==> images/class_map.png <==
Scale bar: 100 µm. Fill, decap, tap and diode cells in grey.
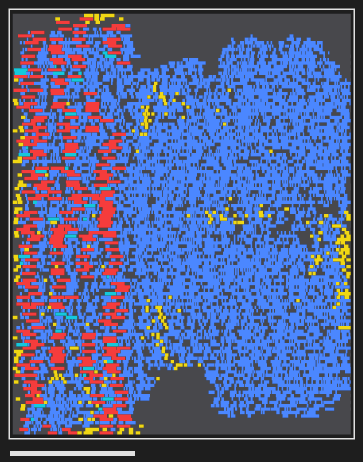
==> images/m1.png <==
Supply wires on this layer in grey.
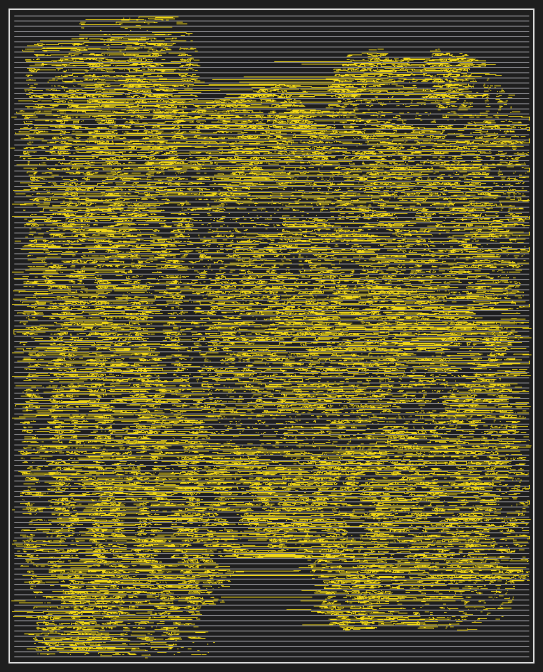
<file path="src/rtl/fft_iter.sv">
// rtl/fft_iter.sv - iterative in-place radix-2 DIT FFT/IFFT with streaming load and dump
module fft_iter #(
    parameter int LOG2N = 3,
    parameter int DW    = 16,
    parameter int FRAC  = 11,
    parameter int SCALE = 0
) (
    input  logic              ck,
    input  logic              rst,
    input  logic              inv,
    input  logic              in_valid,
    output logic              in_ready,
    input  logic [2*DW-1:0]   in_data,
    output logic [LOG2N-2:0]  tw_addr,
    input  logic [2*DW-1:0]   tw_data,
    output logic              out_valid,
    input  logic              out_ready,
    output logic [2*DW-1:0]   out_data,
    output logic              out_last,
    output logic              busy,
    output logic              ovf
);
    localparam int N = 1 << LOG2N;
    localparam logic [LOG2N-1:0] CNT_MAX = LOG2N'(N - 1);
    localparam logic [LOG2N-1:0] K_MAX   = LOG2N'(N / 2 - 1);

    typedef enum logic [1:0] {LOAD, FULL, CALC, DUMP} state_t;
    state_t state, state_nx;

    logic [2*DW-1:0]  mem [N];
    logic [LOG2N-1:0] cnt;       // sample index in LOAD/DUMP, butterfly index in CALC
    logic [3:0]       stg;
    logic             inv_q;

    logic [LOG2N-1:0] rev, half, pos, grp, a_idx, b_idx;
    logic             k_last, stg_last;

    // Sign-magnitude product truncated toward zero, matching the legacy butterfly.
    function automatic logic signed [DW-1:0] pmul(input logic signed [DW-1:0] x,
                                                  input logic signed [DW-1:0] y);
        logic [DW-1:0]   mx, my, mag;
        logic [2*DW-1:0] prod;
        mx   = x[DW-1] ? DW'(-x) : DW'(x);
        my   = y[DW-1] ? DW'(-y) : DW'(y);
        prod = {{DW{1'b0}}, mx} * {{DW{1'b0}}, my};
        mag  = DW'(prod >> FRAC);
        return (x[DW-1] ^ y[DW-1]) ? $signed(-mag) : $signed(mag);
    endfunction

    function automatic logic [DW:0] sadd(input logic [DW-1:0] x, input logic [DW-1:0] y,
                                         input logic sub);
        return sub ? ({x[DW-1], x} - {y[DW-1], y}) : ({x[DW-1], x} + {y[DW-1], y});
    endfunction

    always_comb begin
        rev = '0;
        for (int i = 0; i < LOG2N; i++) rev[i] = cnt[LOG2N-1-i];
        half     = LOG2N'(1) << stg;
        pos      = cnt & (half - LOG2N'(1));
        grp      = cnt >> stg;
        a_idx    = (grp << (stg + 4'd1)) | pos;
        b_idx    = a_idx | half;
        k_last   = (cnt == K_MAX);
        stg_last = (stg == 4'(LOG2N - 1));
    end

    logic signed [DW-1:0] ar, ai, br, bi, wr, wi, tre, tim;
    logic [DW:0]          tre_s, tim_s, yar_s, yai_s, ybr_s, ybi_s;
    logic [DW-1:0]        yar, yai, ybr, ybi;
    logic                 bf_ovf;

    always_comb begin
        {ar, ai} = mem[a_idx];
        {br, bi} = mem[b_idx];
        wr       = tw_data[2*DW-1:DW];
        wi       = inv_q ? -$signed(tw_data[DW-1:0]) : $signed(tw_data[DW-1:0]);
        tre_s    = sadd(pmul(br, wr), pmul(bi, wi), 1'b1);
        tim_s    = sadd(pmul(br, wi), pmul(bi, wr), 1'b0);
        tre      = tre_s[DW-1:0];
        tim      = tim_s[DW-1:0];
        yar_s    = sadd(ar, tre, 1'b0);
        yai_s    = sadd(ai, tim, 1'b0);
        ybr_s    = sadd(ar, tre, 1'b1);
        ybi_s    = sadd(ai, tim, 1'b1);
        // Scaled mode keeps the carry bit, so the outputs themselves cannot overflow.
        yar      = (SCALE != 0) ? yar_s[DW:1] : yar_s[DW-1:0];
        yai      = (SCALE != 0) ? yai_s[DW:1] : yai_s[DW-1:0];
        ybr      = (SCALE != 0) ? ybr_s[DW:1] : ybr_s[DW-1:0];
        ybi      = (SCALE != 0) ? ybi_s[DW:1] : ybi_s[DW-1:0];
        bf_ovf   = (tre_s[DW] ^ tre_s[DW-1]) | (tim_s[DW] ^ tim_s[DW-1]);
        if (SCALE == 0)
            bf_ovf = bf_ovf | (yar_s[DW] ^ yar_s[DW-1]) | (yai_s[DW] ^ yai_s[DW-1])
                            | (ybr_s[DW] ^ ybr_s[DW-1]) | (ybi_s[DW] ^ ybi_s[DW-1]);
    end

    always_comb begin
        state_nx  = state;
        in_ready  = 1'b0;
        out_valid = 1'b0;
        out_last  = 1'b0;
        busy      = 1'b0;
        out_data  = mem[cnt];
        tw_addr   = '0;
        case (state)
            LOAD: begin
                in_ready = 1'b1;
                if (in_valid && cnt == CNT_MAX) state_nx = FULL;
            end
            FULL: state_nx = CALC;
            CALC: begin
                busy    = 1'b1;
                tw_addr = (LOG2N-1)'(pos << (4'(LOG2N - 1) - stg));
                if (k_last && stg_last) state_nx = DUMP;
            end
            DUMP: begin
                busy      = 1'b1;
                out_valid = 1'b1;
                out_last  = (cnt == CNT_MAX);
                if (out_ready && cnt == CNT_MAX) state_nx = LOAD;
            end
            default: state_nx = LOAD;
        endcase
    end

    always_ff @(posedge ck) begin
        if (!rst) begin
            state <= LOAD;
            cnt   <= '0;
            stg   <= '0;
            inv_q <= 1'b0;
            ovf   <= 1'b0;
        end else begin
            state <= state_nx;
            case (state)
                LOAD: if (in_valid) begin
                    cnt <= cnt + LOG2N'(1);
                    if (cnt == '0) begin
                        inv_q <= inv;
                        ovf   <= 1'b0;
                    end
                end
                CALC: begin
                    ovf <= ovf | bf_ovf;
                    if (k_last) begin
                        cnt <= '0;
                        stg <= stg_last ? 4'd0 : stg + 4'd1;
                    end else begin
                        cnt <= cnt + LOG2N'(1);
                    end
                end
                DUMP: if (out_ready) cnt <= cnt + LOG2N'(1);
                default: ;
            endcase
        end
    end

    // Data array is deliberately left out of reset.
    always_ff @(posedge ck) begin
        if (rst) begin
            if (state == LOAD && in_valid) begin
                mem[rev] <= in_data;
            end else if (state == CALC) begin
                mem[a_idx] <= {yar, yai};
                mem[b_idx] <= {ybr, ybi};
            end
        end
    end
endmodule
</file>
<file path="config.mk">
export PLATFORM = sky130hd
export DESIGN_NAME = fft_iter
export DESIGN_NICKNAME = d
export VERILOG_FILES = /design/src/rtl/fft_iter.sv
export SDC_FILE = /design/constraint.sdc
export NUM_CORES = 2
export LEC_CHECK = 0
export ABC_CLOCK_PERIOD_IN_PS = 42200
export CAP_MARGIN = 20
export CORE_ASPECT_RATIO = 1.25
export CORE_MARGIN = 2
export CORE_UTILIZATION = 60
export DETAILED_ROUTE_END_ITERATION = 10
export HOLD_SLACK_MARGIN = 0.05
export PLACE_DENSITY = 0.77
export SLEW_MARGIN = 20
export SYNTH_ARGS = -nofsm -noshare
export SYNTH_HDL_FRONTEND = slang
export SYNTH_SLANG_ARGS = --single-unit
</file>
<file path="constraint.sdc">
create_clock -name ck -period 42.2 [get_ports ck]
set_input_delay 6.33 -clock ck [delete_from_list [all_inputs] [get_ports ck]]
set_output_delay 6.33 -clock ck [all_outputs]
set_load 0.05 [all_outputs]
</file>
==> reports/metrics.yaml <==
reg2reg_to: "ovf"
nets: 7691
lay_top_cells: "nand2_1 (1,077), inv_1 (1,000), fa_1 (746)"
hold_path_class: "flop to flop"
tool_warnings: 62
wirelength_mm: 184
top_cell: "nand2_1"
ys_ff: 270
worst_slack_ns: 21.71
fin_util_pct: 64.5
syn_area_per_cell_um2: 8.45
yosysWarningCount: 0
fin_crit_sh_pct: 48.6
common_cells: "nand2_1 (1,082), inv_1 (1,000), fa_1 (746), nor2_1 (709), ha_1 (412)"
grt_pass1_vias: 48900
via_per_inst: 6.31
setup_tns_ns: 0
rsz0062_at_grt: "no"
rows: 124
postCtsSetupRepairBufs: 0
xor_area_share_pct: 5.68
cp.arrival_ns: 20.90
synth_seq_share_pct: 14.4
num-nonclk-inverters: 1003
synthMuxAreaShare_pct: 7.17
fillers: 7606
comb_area_um2: 42700
clkSinkCount: 270
synth_cells: 6528
cts_inserted_buffers: 21
grt_first_pass_wirelength_mm: 280
crit_buf_inv: 8
drv_cap: 0
nNonClkBuffers: 261
yosys-stat-cells: 6528
post-route-drc-count: 0
placed_cell_area_um2: 58100
slowest_delay_ns: 0.91
syn_to_final_growth_pct: 6.72
nClkBuffers: 24
edf_count: 256
status: "finished clean"
fp.dieW_um: 275
hpwlAfterDp_mm: 136
comb_area_share_pct: 72.5
n_antenna_cell: 4
gr-usage-all-layers_pct: 39.4
final_common_cell: "nand2_1"
pre_cts_ws_ns: 21.40
first_pass_iters: 6
ys_sh_simple_pct: 18.1
crit_slowest_cell: "xor2_1"
## Picture notes: class_map.png
| class | colour | cells |
|---|---|---|
| registers | red | 270 |
| remaining buffers and delay cells | yellow | 261 |
| remaining logic cells | blue | 5,910 |
| clock drivers and dummy loads | cyan | 37 |

## Picture notes: m1.png
wire length on this layer: 61.8 mm
nets with wire on the layer: 7,070
main direction: horizontal
longest straight run: 95.2 µm
share of all routed wire: 34%

==> metal layers <==
metal  part of all wire (%)  vias to the layer above  track usage, %
li1                       -                    20800               -
met3                     13                      891            8.95
met1                     34                    23400            48.2
met2                     44                     3256            61.4
met4                    9.2                        6            28.4
met5                  0.030                        -               0
==> sequential cells by signal, indices dropped and copies added, names as in the netlist, named ones only <==
signal  flops
state       2
mem       256
ovf         1
inv_q       1
stg         4
cnt         3
==> how the worst min path moves through the flow <==
stage	to	slack, ns	cells past startpoint
floorplan	state[0]	0.50	2
detailed placement	state[0]	0.54	2
global placement	state[0]	0.52	2
global route	state[0]	0.61	2
finish	state[0]	0.55	2
CTS	state[0]	0.56	2
